[config.mk]
export PLATFORM = sky130hd
export DESIGN_NAME = fg_cordic_vectoring
export DESIGN_NICKNAME = d
export VERILOG_FILES = /design/src/rtl/fg_cordic_vectoring.sv
export SDC_FILE = /design/constraint.sdc
export NUM_CORES = 1
export LEC_CHECK = 0
export CAP_MARGIN = 0
export CORE_UTILIZATION = 54
export CTS_BUF_LIST = sky130_fd_sc_hd__clkbuf_4 sky130_fd_sc_hd__clkbuf_8 sky130_fd_sc_hd__clkbuf_16
export CTS_CLUSTER_SIZE = 12
export DETAILED_ROUTE_END_ITERATION = 12
export PLACE_DENSITY = 0.77
export SETUP_SLACK_MARGIN = 0.1
export SYNTH_ARGS = -nofsm -noshare
export SYNTH_HDL_FRONTEND = slang
export SYNTH_SLANG_ARGS = --single-unit
[constraint.sdc]
create_clock -name clk_i -period 3.4 [get_ports clk_i]
set_input_delay 0.51 -clock clk_i [delete_from_list [all_inputs] [get_ports clk_i]]
set_output_delay 0.51 -clock clk_i [all_outputs]
set_load 0.02 [all_outputs]
[src/rtl/fg_cordic_vectoring.sv]
// Iterative vectoring-mode CORDIC: converts a signed (x, y) pair into an
// uncompensated magnitude and an atan2 phase, one micro-rotation per enabled edge.
module fg_cordic_vectoring #(
    parameter int BITWIDTH       = 8,
    parameter int BITWIDTH_PHASE = 10
) (
    input  logic                             clk_i,
    input  logic                             rstn_i,
    input  logic                             clk_en_i,
    input  logic                             start_i,
    input  logic signed [BITWIDTH-1:0]       x_i,
    input  logic signed [BITWIDTH-1:0]       y_i,
    output logic                             busy_o,
    output logic                             done_o,
    output logic        [BITWIDTH:0]         magnitude_o,
    output logic signed [BITWIDTH_PHASE-1:0] phase_o
);
    localparam int DW    = BITWIDTH + 2;
    localparam int CW    = $clog2(BITWIDTH);
    localparam int ITERS = BITWIDTH - 1;
    localparam logic signed [BITWIDTH_PHASE-1:0] QUARTER = BITWIDTH_PHASE'(2 ** (BITWIDTH_PHASE - 2));

    // Elementary angles atan(2^-i) in phase units; table matches the default widths.
    localparam logic signed [BITWIDTH_PHASE-1:0] ATAN [8] = '{
        BITWIDTH_PHASE'(128), BITWIDTH_PHASE'(76), BITWIDTH_PHASE'(40), BITWIDTH_PHASE'(20),
        BITWIDTH_PHASE'(10),  BITWIDTH_PHASE'(5),  BITWIDTH_PHASE'(3),  BITWIDTH_PHASE'(0)
    };

    typedef enum logic [1:0] {IDLE, ITER, DONE} state_t;

    state_t                             state_q;
    logic        [CW-1:0]               iter_q;
    logic signed [DW-1:0]               x_q, y_q;
    logic signed [BITWIDTH_PHASE-1:0]   z_q;
    logic                               zero_q;
    logic                               busy_q, done_q;
    logic        [BITWIDTH:0]           mag_q;
    logic signed [BITWIDTH_PHASE-1:0]   phase_q;

    logic signed [DW-1:0]               x_ext, y_ext;
    logic signed [DW-1:0]               x_pre_d, y_pre_d;
    logic signed [BITWIDTH_PHASE-1:0]   z_pre_d;
    logic signed [DW-1:0]               x_sh, y_sh;
    logic signed [DW-1:0]               x_d, y_d;
    logic signed [BITWIDTH_PHASE-1:0]   z_d;

    assign x_ext = {{2{x_i[BITWIDTH-1]}}, x_i};
    assign y_ext = {{2{y_i[BITWIDTH-1]}}, y_i};

    // Fold the left half-plane onto the right so the iterations only need +-90 degrees of range.
    always_comb begin
        x_pre_d = x_ext;
        y_pre_d = y_ext;
        z_pre_d = '0;
        if (x_i[BITWIDTH-1]) begin
            if (!y_i[BITWIDTH-1]) begin
                x_pre_d = y_ext;
                y_pre_d = -x_ext;
                z_pre_d = QUARTER;
            end else begin
                x_pre_d = -y_ext;
                y_pre_d = x_ext;
                z_pre_d = -QUARTER;
            end
        end
    end

    always_comb begin
        x_sh = x_q >>> iter_q;
        y_sh = y_q >>> iter_q;
        if (!y_q[DW-1]) begin
            x_d = x_q + y_sh;
            y_d = y_q - x_sh;
            z_d = z_q + ATAN[iter_q];
        end else begin
            x_d = x_q - y_sh;
            y_d = y_q + x_sh;
            z_d = z_q - ATAN[iter_q];
        end
    end

    always_ff @(posedge clk_i or negedge rstn_i) begin
        if (!rstn_i) begin
            state_q <= IDLE;
            iter_q  <= '0;
            x_q     <= '0;
            y_q     <= '0;
            z_q     <= '0;
            zero_q  <= 1'b0;
            busy_q  <= 1'b0;
            done_q  <= 1'b0;
            mag_q   <= '0;
            phase_q <= '0;
        end else if (clk_en_i) begin
            done_q <= 1'b0;
            case (state_q)
                IDLE, DONE: begin
                    if (start_i) begin
                        x_q     <= x_pre_d;
                        y_q     <= y_pre_d;
                        z_q     <= z_pre_d;
                        zero_q  <= (x_i == '0) && (y_i == '0);
                        iter_q  <= '0;
                        busy_q  <= 1'b1;
                        state_q <= ITER;
                    end else begin
                        state_q <= IDLE;
                    end
                end
                ITER: begin
                    x_q <= x_d;
                    y_q <= y_d;
                    z_q <= z_d;
                    if (iter_q == CW'(ITERS - 1)) begin
                        busy_q  <= 1'b0;
                        done_q  <= 1'b1;
                        mag_q   <= zero_q ? '0 : x_d[BITWIDTH:0];
                        phase_q <= zero_q ? '0 : z_d;
                        state_q <= DONE;
                    end else begin
                        iter_q <= iter_q + CW'(1);
                    end
                end
                default: state_q <= IDLE;
            endcase
        end
    end

    assign busy_o      = busy_q;
    assign done_o      = done_q;
    assign magnitude_o = mag_q;
    assign phase_o     = phase_q;
endmodule

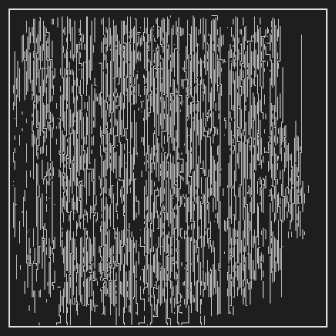
Fig. 1. Signal wires on met2.
wire length on this layer	9,560 um
main direction	vertical
nets with wire on the layer	761
longest straight run	53.7 um
routed vias: 5,951
met2 usage: 55.4%
aggregate routed wire length: 19,900 um

==> flow_metrics.tcl <==
# flow metrics
set metrics [dict create \
    regToRegEndpoint "x_q[9]$_DFFE_PN0P_" \
    vias_per_cell 6.43 \
    r2r-start "iter_q[1]$_DFFE_PN0P_" \
    nNonClkBuffers 161 \
    synth-async-reset-ratio_pct 100 \
    status "complete, but fails checks" \
    ios 41 \
    buffer_area_share_pct 18.4 \
    period_minus_slack_ns 3.68 \
    path_max_fanout 7 \
    io_buffers 40 \
    initial_core_util_pct 55.5 \
    final_cell_area_um2 7560 \
    wl_met2_um 9560 \
    violations "setup timing" \
    cp-startpoint "iter_q[1]$_DFFE_PN0P_" \
    clkLatencyLatePin_ns 0.37 \
    drcViolationCount 0 \
    ys_area_um2 5400 \
    mostFrequentLayoutCell "buf_4" \
    core_area_um2 9730 \
    grt-ovfl-total 0 \
    rsz0062_at_grt "true" \
    fp_nets 715 \
    drt_iter0_markers 551 \
    grt_max_degree 42 \
    hold_class "in -> async" \
    flop-count 57 \
    area.growth.synth_to_final_pct 40.1 \
    logic_area_um2 4250 \
    busiest_layer "met2" \
    top_cell "nor2_1" \
    dr_wl_met3_um 1620 \
    worst_path_max_delay_cell "dfrtp_2" \
    synthTopCellsByArea "dfrtp_1 (26%), ha_1 (9.0%), o21ai_0 (5.5%)" \
    n_fill_cell 623 \
    most-common-layout-cells "buf_4 (112), nor2_1 (62), nand2_1 (58)" \
    largest_class "multi-input combinational cells" \
    grt_pass1_vias 5302 \
    antenna_found_initial 0 \
    final_core_utilization_pct 77.7 \
    clk_pin_slew_worst_paths_ns 0.08 \
    critPathTopFamily "simple AND/OR/NAND/NOR gates" \
    die_y_um 102 \
    logic_gate_count 525 \
    setup_viol 14 \
    htree_levels 3 \
    setup_slack_ns -0.282 \
]
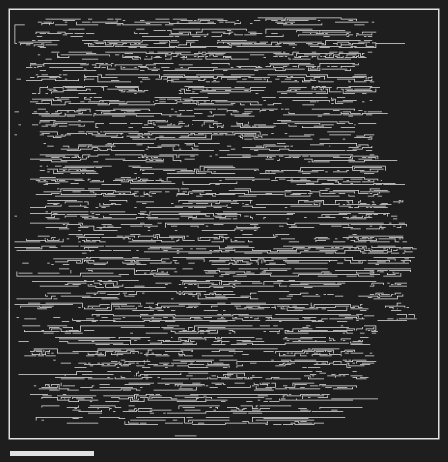
Fig. 2. Metal 1.
Scale bar: 20 um.
share of all routed wire	39%
main direction	horizontal
wire length on this layer	7,690 um
longest straight run	42.8 um
nets with wire on the layer	795
GRT met1 Usage: 47.6%

## what timing repair did
action,4_1_cts,5_1_grt
gates cloned,1,0
setup endpoints to repair,22,29
setup buffers,16,16
pin swaps,39,58
resized,61,74
## per-stage QoR
| stage | TNS (ns) | hold WS [ns] | cells |
|---|---|---|---|
| after global routing | -3.55 | 0.351 | 925 |
| after floorplan | 0 | 0.214 | 653 |
| final | -2.10 | 0.280 | 925 |
| after CTS | -0.810 | 0.295 | 909 |
| after global placement | -1.08 | 0.464 | 876 |
| after detailed placement | -2.10 | 0.468 | 876 |
## flip-flops by register name (all words and copies together) (netlist names)
register / flops
y_q: 10
busy_o: 1
state_q: 2
z_q: 10
done_o: 1
zero_q: 1
iter_q: 3
magnitude_o: 9
x_q: 10
phase_o: 10
